**src/rtl/keypad_pkg.sv**
```systemverilog
// Shared definitions for the 4x4 row-scan keypad: key codes, active-low
// row/column codes and the emulator state encoding. The keypad scanner
// imports the same package so both ends agree on key numbering.
package keypad_pkg;

    // Key code = row*4 + col, row in [3:2], col in [1:0].
    typedef logic [3:0] key_t;

    // Column lines with no key pressed.
    localparam logic [3:0] COL_IDLE = 4'b1111;

    // Row lines as driven by the scanner, one bit low at a time.
    localparam logic [3:0] ROW0 = 4'b1110;
    localparam logic [3:0] ROW1 = 4'b1101;
    localparam logic [3:0] ROW2 = 4'b1011;
    localparam logic [3:0] ROW3 = 4'b0111;

    typedef enum logic [1:0] {
        IDLE  = 2'd0,
        SYNC  = 2'd1,
        PRESS = 2'd2,
        GAP   = 2'd3
    } state_t;

    // One-hot-low code for a 2-bit row (or column) index.
    function automatic logic [3:0] row_onehot_n(input logic [1:0] row);
        return ~(4'b0001 << row);
    endfunction

endpackage

```
**src/rtl/keypad_emulator_if.sv**
```systemverilog
// Command port of the keypad emulator: one key press per valid/ready
// transfer, plus status back to the game controller.
interface keypad_emulator_if;
    import keypad_pkg::*;

    logic cmd_valid;
    key_t cmd_key;
    logic cmd_ready;
    logic busy;
    logic done;
    logic err;

    // Controller side issues commands and watches status.
    modport master (
        output cmd_valid, cmd_key,
        input  cmd_ready, busy, done, err
    );

    // Emulator side accepts commands and reports status.
    modport slave (
        input  cmd_valid, cmd_key,
        output cmd_ready, busy, done, err
    );

endinterface

```
**src/rtl/keypad_scan_sync.sv**
```systemverilog
// Row-line observer: registers fila, flags the first cycle of each scan
// (row 0 newly driven) and tells whether fila is a legal one-hot-low code.
module keypad_scan_sync
    import keypad_pkg::*;
(
    input  logic       clk,
    input  logic       rst,
    input  logic [3:0] fila,
    output logic       scan_start,
    output logic       fila_valid
);

    logic [3:0] fila_q;

    // Previous-cycle row lines, used to detect the rising edge into row 0.
    always_ff @(posedge clk) begin
        // NOTE: sequential state is always written with <= so every flop
        // samples the pre-edge values, independent of block ordering.
        if (rst) begin
            fila_q <= COL_IDLE;
        end else begin
            fila_q <= fila;
        end
    end

    assign scan_start = (fila == ROW0) && (fila_q != ROW0);
    assign fila_valid = (fila == ROW0) || (fila == ROW1) ||
                        (fila == ROW2) || (fila == ROW3);

endmodule

```
**src/rtl/keypad_emulator.sv**
```systemverilog
// Keypad emulator: answers the scanner's row strobes on the column lines
// as if one key were physically held for HOLD_SCANS whole scans, then
// guarantees GAP_SCANS released scans before reporting done.
// Optional scanner watchdog: define KEYPAD_EMU_TIMEOUT_EN.
module keypad_emulator
    import keypad_pkg::*;
#(
    parameter int HOLD_SCANS  = 4,
    parameter int GAP_SCANS   = 2,
    parameter int TIMEOUT_CYC = 1000000
) (
    input  logic               clk,
    input  logic               rst,
    input  logic [3:0]         fila,
    output logic [3:0]         columna,
    keypad_emulator_if.slave   cmd
);

    localparam int MAX_SCANS = (HOLD_SCANS > GAP_SCANS) ? HOLD_SCANS : GAP_SCANS;
    localparam int CNT_W     = $clog2(MAX_SCANS + 1);
    localparam logic [CNT_W-1:0] HOLD_LAST = CNT_W'(HOLD_SCANS - 1);
    localparam logic [CNT_W-1:0] GAP_LAST  = CNT_W'(GAP_SCANS - 1);

    state_t           state, state_n;
    logic [CNT_W-1:0] cnt, cnt_n, cnt_inc;
    key_t             key_q, key_n;
    logic             scan_start, fila_valid;
    logic             press_on, done_c, timeout_hit;

    keypad_scan_sync u_scan_sync (
        .clk        (clk),
        .rst        (rst),
        .fila       (fila),
        .scan_start (scan_start),
        .fila_valid (fila_valid)
    );

    // Scan counter saturates instead of wrapping.
    assign cnt_inc = (&cnt) ? cnt : cnt + 1'b1;

`ifdef KEYPAD_EMU_TIMEOUT_EN
    localparam int WD_W = $clog2(TIMEOUT_CYC + 1);
    logic [WD_W-1:0] wd;
    logic            err_q;

    // Abort when the scanner has not started a scan for TIMEOUT_CYC clocks.
    assign timeout_hit = (state != IDLE) && !scan_start &&
                         (wd == WD_W'(TIMEOUT_CYC - 1));

    // Watchdog: cleared in IDLE and on each scan start, counts otherwise.
    always_ff @(posedge clk) begin
        if (rst || state == IDLE || scan_start) begin
            wd <= '0;
        end else begin
            wd <= wd + 1'b1;
        end
    end

    // Sticky scanner-timeout flag.
    always_ff @(posedge clk) begin
        if (rst) begin
            err_q <= 1'b0;
        end else if (timeout_hit) begin
            err_q <= 1'b1;
        end
    end

    assign cmd.err = err_q;
`else
    assign timeout_hit = 1'b0;
    assign cmd.err     = 1'b0;
`endif

    // State, scan counter and latched key.
    always_ff @(posedge clk) begin
        if (rst) begin
            state <= IDLE;
            cnt   <= '0;
            key_q <= '0;
        end else begin
            state <= state_n;
            cnt   <= cnt_n;
            key_q <= key_n;
        end
    end

    // Next state, counter update, press window and done pulse.
    always_comb begin
        // NOTE: every output of this block is defaulted first so no path
        // leaves a signal unassigned and no latch is inferred.
        state_n  = state;
        cnt_n    = cnt;
        key_n    = key_q;
        press_on = 1'b0;
        done_c   = 1'b0;
        unique case (state)
            IDLE: begin
                if (cmd.cmd_valid) begin
                    key_n   = cmd.cmd_key;
                    state_n = SYNC;
                end
            end
            SYNC: begin
                // The aligning scan start is already part of the first held
                // scan, so its row-0 slot is pressed too.
                if (scan_start) begin
                    cnt_n    = '0;
                    state_n  = PRESS;
                    press_on = 1'b1;
                end
            end
            PRESS: begin
                press_on = 1'b1;
                if (scan_start) begin
                    if (cnt == HOLD_LAST) begin
                        // Hold complete: this row-0 slot is already released.
                        cnt_n    = '0;
                        state_n  = GAP;
                        press_on = 1'b0;
                    end else begin
                        cnt_n = cnt_inc;
                    end
                end
            end
            GAP: begin
                if (scan_start) begin
                    if (cnt == GAP_LAST) begin
                        cnt_n   = '0;
                        state_n = IDLE;
                        done_c  = 1'b1;
                    end else begin
                        cnt_n = cnt_inc;
                    end
                end
            end
            default: state_n = IDLE;
        endcase
        if (timeout_hit) begin
            state_n  = IDLE;
            cnt_n    = '0;
            press_on = 1'b0;
            done_c   = 1'b0;
        end
    end

    // Zero-latency column response: the scanner may sample the same cycle
    // it drives a row. Reset releases the key in the cycle it is sampled.
    assign columna = (press_on && !rst && fila_valid &&
                      fila == row_onehot_n(key_q[3:2])) ?
                     row_onehot_n(key_q[1:0]) : COL_IDLE;

    assign cmd.done      = done_c && !rst;
    assign cmd.cmd_ready = (state == IDLE);
    assign cmd.busy      = (state != IDLE);

endmodule
```
**src/flat_wrapper.sv**
```systemverilog
// flat-port wrapper written by rule: the top's interface ports become plain ports
module keypad_emulator_flat import keypad_pkg::*;
#(
    parameter int HOLD_SCANS  = 4,
    parameter int GAP_SCANS   = 2,
    parameter int TIMEOUT_CYC = 1000000
)
  (clk, rst, fila, columna, cmd_cmd_valid, cmd_cmd_key, cmd_cmd_ready, cmd_busy, cmd_done, cmd_err);
  keypad_emulator_if cmd_i ();
  input  logic clk;
  input  logic rst;
  input  logic [3:0] fila;
  output logic [3:0] columna;
  input wire logic [$bits(cmd_i.cmd_valid)-1:0] cmd_cmd_valid;
  input wire logic [$bits(cmd_i.cmd_key)-1:0] cmd_cmd_key;
  output wire logic [$bits(cmd_i.cmd_ready)-1:0] cmd_cmd_ready;
  output wire logic [$bits(cmd_i.busy)-1:0] cmd_busy;
  output wire logic [$bits(cmd_i.done)-1:0] cmd_done;
  output wire logic [$bits(cmd_i.err)-1:0] cmd_err;
  assign cmd_i.cmd_valid = cmd_cmd_valid;
  assign cmd_i.cmd_key = cmd_cmd_key;
  assign cmd_cmd_ready = cmd_i.cmd_ready;
  assign cmd_busy = cmd_i.busy;
  assign cmd_done = cmd_i.done;
  assign cmd_err = cmd_i.err;
  keypad_emulator #(.HOLD_SCANS(HOLD_SCANS), .GAP_SCANS(GAP_SCANS), .TIMEOUT_CYC(TIMEOUT_CYC)) u_core (.clk(clk), .rst(rst), .fila(fila), .columna(columna), .cmd(cmd_i));
endmodule
```
**config.mk**
```make
export PLATFORM = sky130hd
export DESIGN_NAME = keypad_emulator_flat
export DESIGN_NICKNAME = d
export VERILOG_FILES = /design/src/rtl/keypad_pkg.sv /design/src/rtl/keypad_emulator_if.sv /design/src/rtl/keypad_scan_sync.sv /design/src/rtl/keypad_emulator.sv /design/src/flat_wrapper.sv
export SDC_FILE = /design/constraint.sdc
export NUM_CORES = 1
export LEC_CHECK = 0
export CAP_MARGIN = 20
export CELL_PAD_IN_SITES_DETAIL_PLACEMENT = 2
export CELL_PAD_IN_SITES_GLOBAL_PLACEMENT = 2
export CORE_ASPECT_RATIO = 0.75
export CORE_MARGIN = 1
export CORE_UTILIZATION = 30
export DETAILED_ROUTE_END_ITERATION = 16
export PLACE_DENSITY = 0.81
export SKIP_CTS_REPAIR_TIMING = 1
export SLEW_MARGIN = 30
export SYNTH_ARGS = -nofsm -noshare
export SYNTH_HDL_FRONTEND = slang
export SYNTH_HIERARCHICAL = 1
export SYNTH_SLANG_ARGS = --single-unit
```
**constraint.sdc**
```tcl
create_clock -name clk -period 4.25 [get_ports clk]
set_clock_uncertainty 0.05 [all_clocks]
set_input_delay 0.85 -clock clk [delete_from_list [all_inputs] [get_ports clk]]
set_output_delay 0.85 -clock clk [all_outputs]
set_load 0.005 [all_outputs]
```
**Run 1: clock routing**

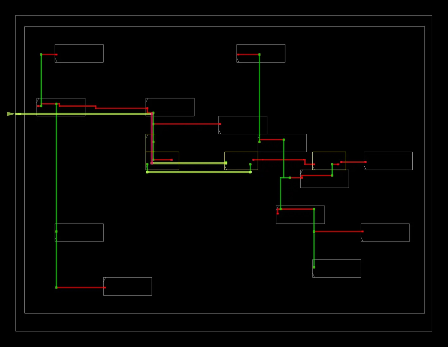
Clk Latency, worst-skew pair: 0.24 ns
clk sinks: 13
count of clock buffers in the final design: 4

**Run 1: wires at chosen ports, followed through buffers**

Drawn at 8 px/um.
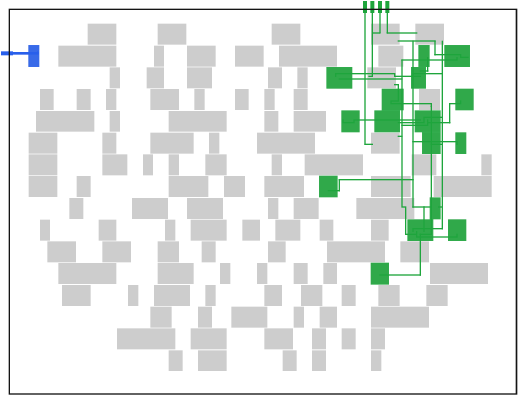
Green is `fila`, direction input, end cells 16, buffers 4, wire 247 um. Blue is `cmd_err`, direction output, end cells 1, buffers 0, wire 3.20 um.
Boundary Pins: 19
Port Buf Inserts: 17

==> impl_metrics.env, run 1 <==
# source this file to load flow results
export IMPL_dr_first_iter_drc_count=45
export IMPL_power_frac_seq=0.306
export IMPL_cts_path_max_buffers=2
export IMPL_critPathCaptureType="primary output"
export IMPL_critPathMaxFanout=7
export IMPL_outcome="finished, final reports clean"
export IMPL_numPlacedInstances=156
export IMPL_p_per_area_nw_per_um2=520
export IMPL_startpoint_type="input port"
export IMPL_rsz0062_at_grt="false"
export IMPL_hold_viol_final=0
export IMPL_antenna_found_initial=0
export IMPL_setup_ws_ns=0.249
export IMPL_crit_chain="clkdlybuf4s50_1 -> nand4b_1 -> a41oi_1 -> nand3b_1 -> a22oi_1 -> nor2_1 -> nand4b_1 -> clkdlybuf4s50_1"
export IMPL_stage_log_warnings=31
export IMPL_grt_overflow_total=0
export IMPL_ys_chip_area_um2=843
export IMPL_tns_ns=0
export IMPL_p_leak_nw=0.413
export IMPL_grt_pass1_wl_um=4170
export IMPL_netlist_cell_type_count=35
export IMPL_maxCapViolCount=0
export IMPL_synthCells=104
export IMPL_drt_wl_total_um=2600
export IMPL_synth_edff_count=0
export IMPL_setup_viol=0
export IMPL_synth_area_per_cell_um2=8.11
export IMPL_fin_cells=160
export IMPL_cts_buffers=3
export IMPL_vias_per_cell=5.41
export IMPL_h_tree_depth=1
export IMPL_report_final_slew_viol_count=0
export IMPL_synthToLayoutAreaGrowth_pct=30.4
export IMPL_drive_above_1_share=0.0645
export IMPL_final_cell_mix="clkdlybuf4s50_1 (17), dfxtp_1 (13), a21oi_1 (11)"
export IMPL_max_freq_ghz=0.250
export IMPL_via_count=865
export IMPL_holdWs_ns=0.433
export IMPL_synth_cell_area_um2=843
export IMPL_fin_crit_sh=0.942
export IMPL_power_share_switching=0.402
export IMPL_ys_flops=13
export IMPL_fp_dieH_um=47.9
export IMPL_switchingPower_mw=0.230
export IMPL_synthArstFlopShare=0
export IMPL_ys_cells=104
export IMPL_num_fill_cells=333
export IMPL_fp_nets=122
export IMPL_arrival_ns=3.10
export IMPL_root_buffer="clkbuf_8"
export IMPL_crit_required_ns=3.35
export IMPL_yosysSeqAreaShare=0.309
export IMPL_wl_per_cell_um=16.3
export IMPL_drc=0
export IMPL_critPathKind="in2out"
export IMPL_hpwl_um=1960
export IMPL_nNetsFinal=143
export IMPL_synth_main_ff_cell="dfxtp_1"
export IMPL_die_w_um=63.2
export IMPL_postRouteAntennaNets=0
export IMPL_cts_tree="yes"
export IMPL_post_place_ws_ns=0.284
export IMPL_die_area_um2=3030
export IMPL_final_util=0.416
export IMPL_pwr_share_comb=0.498
export IMPL_p_int_mw=0.342
export IMPL_fp_row_count=16
export IMPL_drt_pass1_iterations=4
export IMPL_grt_pass1_vias=855
export IMPL_core_um2=2640
export IMPL_diodes=0
export IMPL_yosysWarnings=6
export IMPL_slowest_stage="clkdlybuf4s50_1"
export IMPL_grt_max_degree=16
export IMPL_max_stage_delay_ns=0.62
export IMPL_clk_transition_reported_paths_ns=0.06
export IMPL_gp_congestion=0.721
export IMPL_min_path_type="reg2reg"
export IMPL_min_period_ns=4.00
export IMPL_fp_utilization=0.319
export IMPL_final_common_cell="clkdlybuf4s50_1"
export IMPL_track_usage=0.187
export IMPL_peakVddDrop_mv=0.209
**Run 1: clock wires, drivers and flops**

Drawn at 8 px/um.
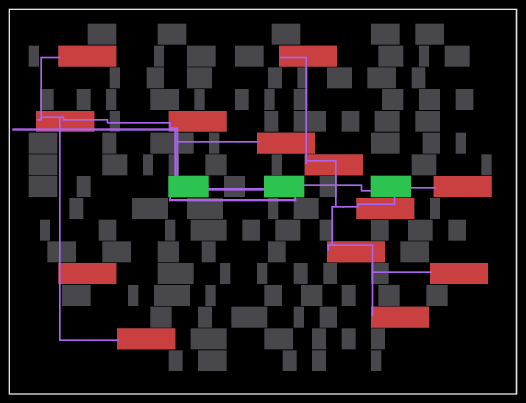
Green is clock-net drivers, count 3. Red is flip-flops, count 13. Purple is clock wires, length 220 um.
There are 4 routed clock nets. Position of the flops: all over the die.
P_clk: 0.112 mW
Clock Power Share: 0.196

**Run 1: met3 routing**

Drawn at 6 px/um. Cells faint in the background.
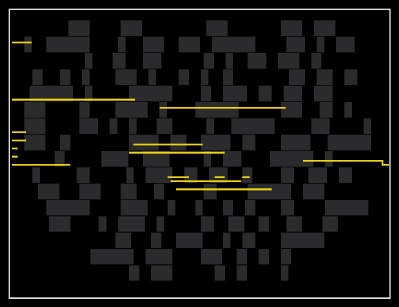
15 nets have wire on it. The layer holds 5.1% of the routed length.

-- run 1: worst paths after layout --
kind                        start              end  slack (ns)  depth (start not counted)
setup / recovery          fila[3]       columna[1]        0.25                          8
setup reg to reg  u_core/state[0]    u_core/cnt[0]        2.15                          6
hold reg to reg   u_core/key_q[2]  u_core/key_q[2]        0.43                          2
hold / removal    u_core/key_q[2]  u_core/key_q[2]        0.43                          2
-- run 1: layer usage --
metal | vias up | part of all wire | GRT usage
met3 | 2 | 0.051 | 0.0667
met5 | - | 0 | 0
li1 | 418 | - | -
met2 | 22 | 0.47 | 0.329
met4 | 0 | 0.0027 | 0.0273
met1 | 423 | 0.48 | 0.231
-- run 1: cells by family after synthesis --
family | count (synthesis) | share of synthesized area
adders and majority gates | 7 | 0.104
xor gates and xnor gates | 1 | 0.0104
AOI/OAI and AO/OA | 27 | 0.208
buffers and inverters | 10 | 0.0490
DFF | 13 | 0.309
other | 1 | 0.00445
muxes | 3 | 0.0415
and+or+nand+nor | 42 | 0.274
-- run 1: through the flow --
stage          area [um^2]  total power [mW]
2_1_floorplan          843             0.350
3_3_place_gp          1050             0.441
3_5_place_dp          1050             0.458
4_1_cts               1100             0.579
5_1_grt               1100             0.617
6_report              1100             0.572
-- run 1: cell usage after synthesis (all sizes together), types with 2 or more instances --
library cell	n	area (um^2)
mux2i	2	20.0
a21oi	11	55.1
inv	8	30.0
or2	4	25.0
nand4b	5	43.8
a211oi	2	15.0
ha	7	87.6
nand3	7	35.0
nand2b	3	18.8
nor2	6	22.5
nor2b	3	18.8
nand2	9	33.8
dfxtp	13	260
o21ai	4	20.0
-- run 1: power by group through the flow --
stage	combinational (mW)	clock, mW	sequential (mW)
2_1_floorplan	0.181	0	0.169
3_3_place_gp	0.265	0	0.176
3_5_place_dp	0.280	0	0.178
4_1_cts	0.287	0.117	0.175
5_1_grt	0.313	0.123	0.181
6_report	0.285	0.112	0.175
-- run 1: area by class of cell --
class / instances / area (um^2) / area share
Tap cell: 36 / 45.0 / 0.0410
Clock buffer: 4 / 45.0 / 0.0410
Sequential cell: 13 / 260 / 0.237
Timing Repair Buffer: 18 / 178 / 0.162
Multi-Input combinational cell: 81 / 542 / 0.493
Inverter: 8 / 30.0 / 0.0273
-- run 1: worst max-delay path: cells and delay by family --
family / cells / cell delay (ns)
buffers and inverters: 2 / 1.12
AND-OR/OR-AND: 2 / 0.57
AND/OR/NAND/NOR: 4 / 0.56
-- run 1: registers in the layout, indices dropped and copies added, names as in the netlist --
| signal | count |
|---|---|
| u_core/u_scan_sync/fila_q | 4 |
| u_core/state | 2 |
| u_core/cnt | 3 |
| u_core/key_q | 4 |
**Run 1: cells coloured by class**

Drawn at 4 px/um.
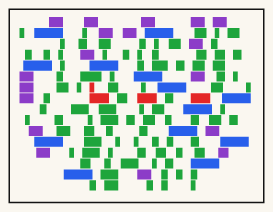

## Run 2: what changed since run 1
CORE_UTILIZATION = 28   (was 30)
PLACE_DENSITY = 0.76   (was 0.81)
clock period = 3.75 ns   (was 4.25 ns; I/O delays follow)
**Run 2: cells coloured by class**

Drawn at 4 px/um.
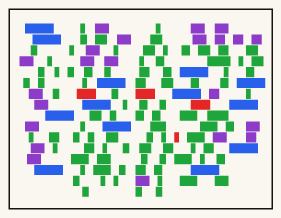
Red is clock drivers and dummy loads, cells 4, share of their area 4.1%. Purple is remaining buffers and delay cells, cells 22, share of their area 19%. Blue is registers, cells 13, share of their area 24%. Green is remaining logic cells, cells 89, share of their area 53%.
core area: 2720 um^2
Final Util: 0.418

==> run 2 against run 1 <==
- clock power up about 10%
- largest power group unchanged
- critical path type unchanged
- non-clock buffer count increased by 4
- worst setup slack got worse by 0.048 ns
- final cell count up 2.5%
==> impl_metrics.env, run 2 <==
# source this file to load flow results
export IMPL_report_final_slew_viol_count=0
export IMPL_final_common_cell="clkdlybuf4s50_1"
export IMPL_grt_overflow_total=0
export IMPL_final_cell_mix="clkdlybuf4s50_1 (17), dfxtp_1 (13), a21oi_1 (11)"
export IMPL_dr_first_iter_drc_count=26
export IMPL_slowest_stage="clkdlybuf4s50_1"
export IMPL_synthCells=104
export IMPL_nNetsFinal=147
export IMPL_fp_nets=122
export IMPL_cts_path_max_buffers=2
export IMPL_clk_transition_reported_paths_ns=0.06
export IMPL_post_synth_top_count_cell="dfxtp_1"
export IMPL_die_area_um2=3240
export IMPL_grt_pass1_vias=951
export IMPL_hpwl_um=2050
export IMPL_setup_viol=0
export IMPL_logic_area_um2=549
export IMPL_antenna_found_initial=0
export IMPL_largest_area_cell="dfxtp_1"
export IMPL_holdWs_ns=0.475
export IMPL_ys_cells=104
export IMPL_critPathCaptureType="primary output"
export IMPL_h_tree_depth=1
export IMPL_cp_top_family="buffers and inverters"
export IMPL_cpMostUsedCell="clkdlybuf4s50_1"
export IMPL_drc=0
export IMPL_synth_area_per_cell_um2=8.11
export IMPL_synthArstFlopShare=0
export IMPL_top_cells_by_count="dfxtp_1 (13), a21oi_1 (11), nand2_1 (9), inv_1 (8)"
export IMPL_p_per_area_nw_per_um2=563
export IMPL_critPathKind="in2out"
export IMPL_cp_num_buf_inv=3
export IMPL_grt_max_degree=16
export IMPL_startpoint_type="input port"
export IMPL_vias_per_cell=5.18
export IMPL_maxCapViolCount=0
export IMPL_cts_sinks=13
export IMPL_yosysSeqAreaShare=0.309
export IMPL_drt_pass1_iterations=3
export IMPL_peakVddDrop_mv=0.211
export IMPL_critPathMaxFanout=6
export IMPL_max_freq_ghz=0.282
export IMPL_fp_dieH_um=49.5
export IMPL_crit_chain="clkdlybuf4s50_1 -> buf_4 -> xnor2_1 -> o211ai_1 -> o2111ai_1 -> nor2_1 -> nand4b_1 -> clkdlybuf4s50_1"
export IMPL_drt_wl_total_um=2770
export IMPL_synthToLayoutAreaGrowth_pct=34.9
export IMPL_fin_crit_sh=0.947
export IMPL_via_count=850
export IMPL_netlist_top_cells_area="dfxtp_1 (31%), ha_1 (10%), a21oi_1 (6.5%)"
export IMPL_postRouteAntennaNets=0
export IMPL_hold_viol_final=0
export IMPL_p_leak_nw=0.432
export IMPL_arrival_ns=2.75
export IMPL_cts_tree="yes"
export IMPL_pin_count=19
export IMPL_fp_utilization=0.310
export IMPL_rsz0062_at_grt="false"
export IMPL_stage_log_warnings=31
export IMPL_fp_row_count=16
export IMPL_synth_cell_area_um2=843
export IMPL_crit_required_ns=2.95
export IMPL_drive_above_1_share=0.102
export IMPL_regArea_um2=260
export IMPL_largestRegisters="u_core/key_q: 4 flops, u_core/u_scan_sync/fila_q: 4 flops, u_core/cnt: 3 flops"
export IMPL_gp_congestion=0.734
export IMPL_grt_pass1_wl_um=4530
export IMPL_top_cell_area_share=0.309
export IMPL_track_usage=0.184
export IMPL_max_stage_delay_ns=0.47
export IMPL_port_buffers=17
export IMPL_synth_main_ff_cell="dfxtp_1"
export IMPL_wl_per_cell_um=16.9
export IMPL_clock_latency_ns=0.24
export IMPL_r2r_slack_ns=1.75
export IMPL_die_w_um=65.4
export IMPL_tns_ns=0
export IMPL_netlist_cell_type_count=35
export IMPL_yosysWarnings=6
export IMPL_synth_edff_count=0
export IMPL_outcome="finished, final reports clean"
export IMPL_num_fill_cells=316
export IMPL_root_buffer="clkbuf_8"
export IMPL_min_path_type="reg2reg"
export IMPL_ys_flops=13
export IMPL_min_period_ns=3.55
export IMPL_diodes=0
export IMPL_ys_chip_area_um2=843
**Run 2: clock routing**

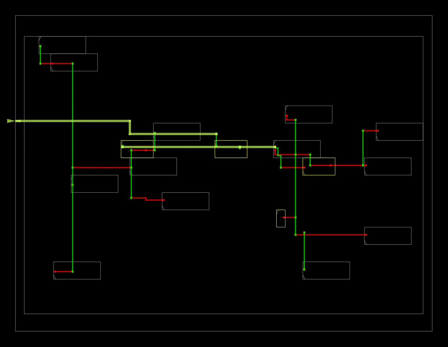
P_clk: 0.125 mW
CTS buffer count: 3
registers: 13

## run 2: metrics by stage
| step | instance area (um^2) | power (mW) | util | setup slack [ns] | instances |
|---|---|---|---|---|---|
| 2_1_floorplan | 843 | 0.397 | - | 1.29 | 104 |
| 3_3_place_gp | 1080 | 0.495 | 0.398 | 0.247 | 160 |
| 3_5_place_dp | 1080 | 0.514 | 0.398 | 0.152 | 160 |
| 4_1_cts | 1130 | 0.649 | 0.415 | 0.0870 | 164 |
| 5_1_grt | 1140 | 0.697 | 0.418 | 0.0675 | 164 |
| 6_report | 1140 | 0.641 | 0.418 | 0.201 | 164 |
## run 2: metal layers
layer  part of all wire  vias up  global-route usage  routed length [um]
li1                   -      418                   -                   -
met1               0.46      421               0.220                1290
met2               0.51       11               0.335                1400
met3              0.031        0              0.0579                  86
met4                  0        0              0.0109                   0
met5                  0        -                   0                   0
## run 2: where the power goes
part	leakage (nW)	switching (mW)	total (mW)	internal (mW)
sequential	0.107	0.0338	0.201	0.167
combinational	0.302	0.167	0.315	0.147
clock	0.0228	0.0501	0.125	0.0751
total	0.432	0.251	0.641	0.389
## run 2: layout make-up
cell class,instances,area share
multi-input cells,81,0.483
clock buffers,4,0.0396
repair buffers,22,0.183
flip-flops and latches,13,0.229
inverters,8,0.0264
well taps,36,0.0396
## run 2: tightest hold or removal path, stage by stage (launching register included)
cell,delay (ns)
dfxtp_1,0.35
nand2_1,0.07
a21oi_1,0.06
## run 2: worst paths after layout
kind              startpoint              end  depth (start not counted)
max                  fila[3]       columna[2]                          8
max reg2reg  u_core/state[0]  u_core/state[1]                          5
min          u_core/key_q[0]  u_core/key_q[0]                          2
min reg2reg  u_core/key_q[0]  u_core/key_q[0]                          2
## run 2: kinds of logic after synthesis
group,after synthesis,synth area share
and+or+nand+nor,42,0.274
DFF,13,0.309
xor gates and xnor gates,1,0.0104
adders and majority gates,7,0.104
buffers and inverters,10,0.0490
other,1,0.00445
AOI/OAI and AO/OA,27,0.208
muxes,3,0.0415
Power and IR drop assume default switching activity.
